===== src/rtl/alu_seq_pkg.sv =====
// Shared types, widths and reversible-gate helpers for the ALU op sequencer.
package alu_seq_pkg;

  localparam int OPW  = 8;
  localparam int NIBW = 4;
  localparam int CNTW = 16;

  typedef enum logic [2:0] {
    OP_FA   = 3'd0,
    OP_HA   = 3'd1,
    OP_FS   = 3'd2,
    OP_HS   = 3'd3,
    OP_AND  = 3'd4,
    OP_OR   = 3'd5,
    OP_XOR  = 3'd6,
    OP_XNOR = 3'd7
  } alu_op_e;

  typedef enum logic [1:0] {
    ST_IDLE = 2'd0,
    ST_LO   = 2'd1,
    ST_HI   = 2'd2,
    ST_RESP = 2'd3
  } seq_state_e;

  // Reversible gates: only the non-trivial outputs are returned.
  function automatic logic feynman(input logic ctl, input logic tgt);
    return ctl ^ tgt;
  endfunction

  function automatic logic toffoli(input logic c0, input logic c1, input logic tgt);
    return (c0 & c1) ^ tgt;
  endfunction

  function automatic logic [1:0] peres(input logic a, input logic b, input logic c);
    return {a ^ b, (a & b) ^ c};
  endfunction

  function automatic logic uses_cin(input alu_op_e op);
    return (op == OP_FA) || (op == OP_FS);
  endfunction

endpackage


===== src/rtl/alu_nibble_core.sv =====
// Combinational 4-bit ALU slice built from reversible gates.
// Subtract runs as a + ~b + ~borrow_in, so cout carries the borrow for FS/HS.
module alu_nibble_core
  import alu_seq_pkg::*;
(
  input  logic [NIBW-1:0] a,
  input  logic [NIBW-1:0] b,
  input  logic            cin,
  input  logic [2:0]      op,
  output logic [NIBW-1:0] result,
  output logic            cout
);

  alu_op_e         op_s;
  logic            sub_s;
  logic            c_s;
  logic [1:0]      g1_s;
  logic [1:0]      g2_s;
  logic [NIBW-1:0] bx_s;
  logic [NIBW-1:0] sum_s;
  logic [NIBW-1:0] and_s;
  logic [NIBW-1:0] xor_s;
  logic [NIBW-1:0] or_s;

  // Ripple of Peres-gate full adders plus bitwise logic results, then op select.
  always_comb begin
    op_s   = alu_op_e'(op);
    sub_s  = (op_s == OP_FS) || (op_s == OP_HS);
    c_s    = feynman(sub_s, cin);
    g1_s   = 2'b00;
    g2_s   = 2'b00;
    bx_s   = {NIBW{1'b0}};
    sum_s  = {NIBW{1'b0}};
    and_s  = {NIBW{1'b0}};
    xor_s  = {NIBW{1'b0}};
    or_s   = {NIBW{1'b0}};
    result = {NIBW{1'b0}};
    cout   = 1'b0;
    for (int i = 0; i < NIBW; i++) begin
      bx_s[i]  = feynman(sub_s, b[i]);
      g1_s     = peres(a[i], bx_s[i], 1'b0);
      g2_s     = peres(g1_s[1], c_s, g1_s[0]);
      sum_s[i] = g2_s[1];
      c_s      = g2_s[0];
      and_s[i] = toffoli(a[i], b[i], 1'b0);
      xor_s[i] = feynman(a[i], b[i]);
      or_s[i]  = feynman(xor_s[i], and_s[i]);
    end
    case (op_s)
      OP_FA, OP_HA, OP_FS, OP_HS: begin
        result = sum_s;
        cout   = feynman(sub_s, c_s);
      end
      OP_AND:  result = and_s;
      OP_OR:   result = or_s;
      OP_XOR:  result = xor_s;
      OP_XNOR: result = ~xor_s;
      default: begin
        result = {NIBW{1'b0}};
        cout   = 1'b0;
      end
    endcase
  end

endmodule


===== src/rtl/alu_op_sequencer.sv =====
// Runs 8-bit ALU ops as two passes (low then high nibble) through one nibble core.
// Optional completed-operation counter enabled by macro ALU_SEQ_PERF_EN.
module alu_op_sequencer
  import alu_seq_pkg::*;
(
  input  logic            clk,
  input  logic            rst_n,
  input  logic            req_valid,
  output logic            req_ready,
  input  logic [2:0]      req_op,
  input  logic [OPW-1:0]  req_a,
  input  logic [OPW-1:0]  req_b,
  input  logic            req_cin,
  output logic            rsp_valid,
  input  logic            rsp_ready,
  output logic [OPW-1:0]  rsp_result,
  output logic            rsp_flag,
  output logic [CNTW-1:0] perf_count
);

  seq_state_e      state_r;
  seq_state_e      state_s;
  alu_op_e         op_r;
  logic [OPW-1:0]  a_r;
  logic [OPW-1:0]  b_r;
  logic            carry_r;
  logic [NIBW-1:0] lo_r;
  logic            rsp_valid_r;
  logic [OPW-1:0]  rsp_result_r;
  logic            rsp_flag_r;
  logic [NIBW-1:0] nib_a_s;
  logic [NIBW-1:0] nib_b_s;
  logic [NIBW-1:0] nib_res_s;
  logic            nib_cout_s;

  assign req_ready  = (state_r == ST_IDLE);
  assign rsp_valid  = rsp_valid_r;
  assign rsp_result = rsp_result_r;
  assign rsp_flag   = rsp_flag_r;

  // Next-state logic.
  always_comb begin
    state_s = state_r;
    case (state_r)
      ST_IDLE: begin
        if (req_valid) begin
          state_s = ST_LO;
        end else begin
          state_s = ST_IDLE;
        end
      end
      ST_LO:   state_s = ST_HI;
      ST_HI:   state_s = ST_RESP;
      ST_RESP: begin
        if (rsp_ready) begin
          state_s = ST_IDLE;
        end else begin
          state_s = ST_RESP;
        end
      end
      default: state_s = ST_IDLE;
    endcase
  end

  // Operand nibble select for the shared core.
  always_comb begin
    if (state_r == ST_HI) begin
      nib_a_s = a_r[OPW-1:NIBW];
      nib_b_s = b_r[OPW-1:NIBW];
    end else begin
      nib_a_s = a_r[NIBW-1:0];
      nib_b_s = b_r[NIBW-1:0];
    end
  end

  alu_nibble_core u_core (
    .a      (nib_a_s),
    .b      (nib_b_s),
    .cin    (carry_r),
    .op     (op_r),
    .result (nib_res_s),
    .cout   (nib_cout_s)
  );

  // State, captured request, inter-pass carry and registered response.
  always_ff @(posedge clk or negedge rst_n) begin
    if (!rst_n) begin
      state_r      <= ST_IDLE;
      op_r         <= OP_FA;
      a_r          <= {OPW{1'b0}};
      b_r          <= {OPW{1'b0}};
      carry_r      <= 1'b0;
      lo_r         <= {NIBW{1'b0}};
      rsp_valid_r  <= 1'b0;
      rsp_result_r <= {OPW{1'b0}};
      rsp_flag_r   <= 1'b0;
    end else begin
      state_r <= state_s;
      case (state_r)
        ST_IDLE: begin
          if (req_valid) begin
            op_r    <= alu_op_e'(req_op);
            a_r     <= req_a;
            b_r     <= req_b;
            carry_r <= uses_cin(alu_op_e'(req_op)) ? req_cin : 1'b0;
          end
        end
        ST_LO: begin
          lo_r    <= nib_res_s;
          carry_r <= nib_cout_s;
        end
        ST_HI: begin
          rsp_result_r <= {nib_res_s, lo_r};
          rsp_flag_r   <= nib_cout_s;
          rsp_valid_r  <= 1'b1;
        end
        ST_RESP: begin
          if (rsp_ready) begin
            rsp_valid_r <= 1'b0;
          end
        end
        default: rsp_valid_r <= 1'b0;
      endcase
    end
  end

`ifdef ALU_SEQ_PERF_EN
  logic [CNTW-1:0] perf_r;

  // Saturating count of response handshakes.
  always_ff @(posedge clk or negedge rst_n) begin
    if (!rst_n) begin
      perf_r <= {CNTW{1'b0}};
    end else if (rsp_valid_r && rsp_ready && (perf_r != {CNTW{1'b1}})) begin
      perf_r <= perf_r + {{(CNTW-1){1'b0}}, 1'b1};
    end
  end

  assign perf_count = perf_r;
`else
  assign perf_count = {CNTW{1'b0}};
`endif

endmodule


===== config.mk =====
export PLATFORM = sky130hd
export DESIGN_NAME = alu_op_sequencer
export DESIGN_NICKNAME = d
export VERILOG_FILES = /design/src/rtl/alu_seq_pkg.sv /design/src/rtl/alu_nibble_core.sv /design/src/rtl/alu_op_sequencer.sv
export SDC_FILE = /design/constraint.sdc
export NUM_CORES = 1
export LEC_CHECK = 0
export CELL_PAD_IN_SITES_DETAIL_PLACEMENT = 1
export CELL_PAD_IN_SITES_GLOBAL_PLACEMENT = 1
export CORE_ASPECT_RATIO = 0.9
export CORE_MARGIN = 3
export CORE_UTILIZATION = 35
export DETAILED_ROUTE_END_ITERATION = 6
export PLACE_DENSITY_LB_ADDON = 0.1
export SYNTH_ARGS = -nofsm -noshare
export SYNTH_HDL_FRONTEND = slang
export SYNTH_SLANG_ARGS = --single-unit

===== constraint.sdc =====
create_clock -name clk -period 3.1 [get_ports clk]
set_clock_uncertainty 0.05 [all_clocks]
set_input_delay 0.31 -clock clk [delete_from_list [all_inputs] [get_ports clk]]
set_output_delay 0.31 -clock clk [all_outputs]
set_load 0.03 [all_outputs]

==> images/layer_met1.png <==
Scale: 4 px per µm. Supply wires on this layer in gray.
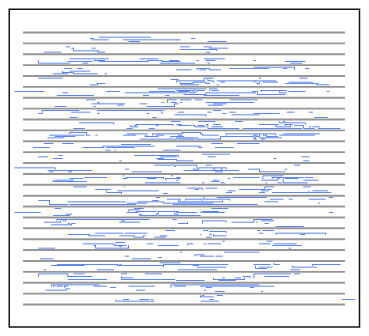
- main direction: horizontal
- longest straight run: 23.0 µm
- wire length on this layer: 1,900 µm
- nets with wire on the layer: 211

==> images/layer_met2.png <==
Scale: 3 px per µm. Cells faint in the background.
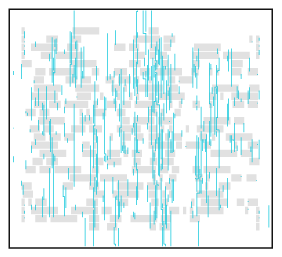
- wire length on this layer: 1,840 µm
- share of all routed wire: 45%
- longest straight run: 27.5 µm
- nets with wire on the layer: 231
- main direction: vertical

==> images/layer_met3.png <==
Scale: 4 px per µm.
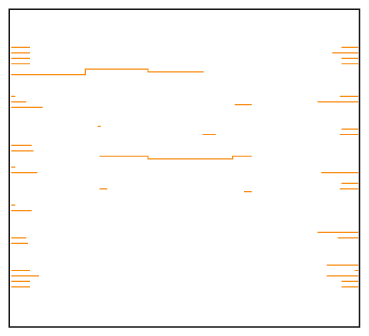
- wire length on this layer: 274 µm
- main direction: horizontal

==> images/io_placement.png <==
Scale: 4 px per µm. Pins as bars across the die edge, other pins in gray.
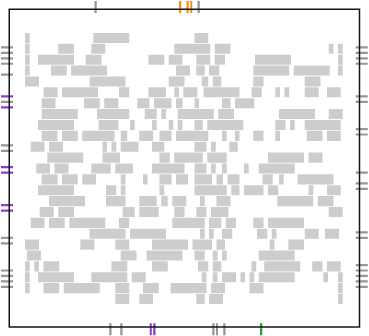
- green: rsp_valid (pins 1; direction output; edge south)
- purple: req_a (pins 8; direction input; edge 6 west, 2 south)
- orange: req_op (pins 3; direction input; edge north)
- all pins by edge: 20 west, 18 east, 8 south, 5 north

==> images/placement.png <==
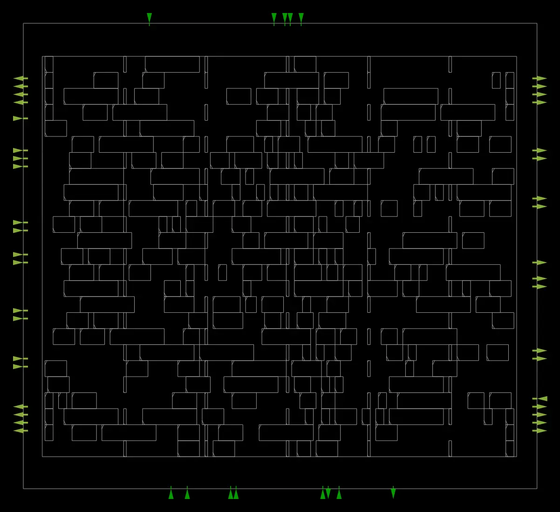
floorplan core area: 0.00547 mm²
number of tapcells: 67
sequential cell count: 36
utilization after layout: 47.0%

==> results.txt <==
Reports from this run.

- The netlist area before placement reads 0.00208 mm².
- The worst setup path is launched from a flip-flop.
- The flow ran to the end, and the final reports show no timing, DRC or antenna violations.
- With fillers left out, the area of the finished cells amounts to 0.00257 mm².
- In this run the register-to-register setup slack is 130 ps.
- The highest-count logic cell in the final layout is sky130_fd_sc_hd__dfrtp_1.
- The wire length recorded after detailed routing is 4.07 mm.
- The aoi/oai-family share of the synthesized area is 6.39%.
- The number of enable flip-flop cells reads 0.
- The fraction of cell area in sequential cells is reported as 35.0%.
- The library cells used most frequently in the layout, excluding fill and tap cells, are 36 x sky130_fd_sc_hd__dfrtp_1, 34 x sky130_fd_sc_hd__clkdlybuf4s50_1, 22 x sky130_fd_sc_hd__mux2_2, 20 x sky130_fd_sc_hd__nand2_1, 16 x sky130_fd_sc_hd__conb_1.
- The chip area reads 0.00689 mm².
- The CTS root buffer is sky130_fd_sc_hd__clkbuf_8.
- The number of different library cells used by synthesis comes to 28.
- The number of standard cells after synthesis reads 179.
- The hold buffer count at CTS reads 0.
- The total congestion overflow reads 0.
- The most common cell in the synthesized netlist is sky130_fd_sc_hd__dfrtp_1.
- The area growth from synthesis to layout is 24.1%.
- Setup repair after global routing left no endpoint under its margin.
- Yosys reports that the leading cell type by area covers 43.4% of the netlist area.
- The power after layout is 3.17 mW.
- The buffering overhead is 17.0%.
- The die width reads 87.2 µm.
- The I/O pin count is 51.
- Per the skew report, the later register of the worst-skew pair sees a clock latency of 280 ps.
- The first global-routing pass estimated 6.97 mm of wire.
- The part of the cycle the worst path needs is 95.8%.
- The share of async-settable or async-resettable flops after synthesis reads 100%.
- The STA report counts the stages on the worst setup path as 10.
- The main area contributors are sky130_fd_sc_hd__dfrtp_1 43%, sky130_fd_sc_hd__mux2_2 12%, sky130_fd_sc_hd__buf_4 5.8%, sky130_fd_sc_hd__ha_1 4.8%, sky130_fd_sc_hd__fa_1 3.9%.
- The critical path's slowest stage uses the library cell sky130_fd_sc_hd__fa_2.
- The tally of nets with antenna violations remaining after routing is 0.
- On the critical path the data arrives at 3100 ps.
- Total power normalized to cell area comes to 1230 mW/mm².
- The final timing report lists a hold violation count of 0.
- The combined global-route utilization of all metal layers reads 13.1%.
- The iteration count recorded for the first detailed-route pass is 3.
- STA shows the worst reg2reg path with a cell count of 10.
- The post-synth register bit count is 36.
- In this run the critical register-to-register path is captured at rsp_flag$_DFFE_PN0P_.
==> logic make-up after synthesis <==
family,Yosys count
flops,36
simple gates,36
buf+inv,34
mux,32
compound gates,18
fa+ha+maj,12
xor+xnor,10
other cells,1
==> state kept, by name (all words and copies together), names as in the netlist <==
register / flops
lo_r: 4
rsp_valid: 1
b_r: 8
op_r: 3
rsp_result: 8
a_r: 8
rsp_flag: 1
carry_r: 1
state_r: 2
==> report_power, final <==
part           switching [mW]  internal [mW]  total [mW]
logic                   0.979          0.963        1.94
clock network           0.163          0.181       0.344
registers               0.171          0.710       0.881
==> layer usage <==
metal	vias up	GRT usage, %	part of all wire, %
met1	660	17.1	47
met5	-	0	0
li1	649	-	-
met2	43	20.4	45
met3	8	3.94	6.7
met4	0	4.75	1.3
Power and IR drop assume default switching activity.
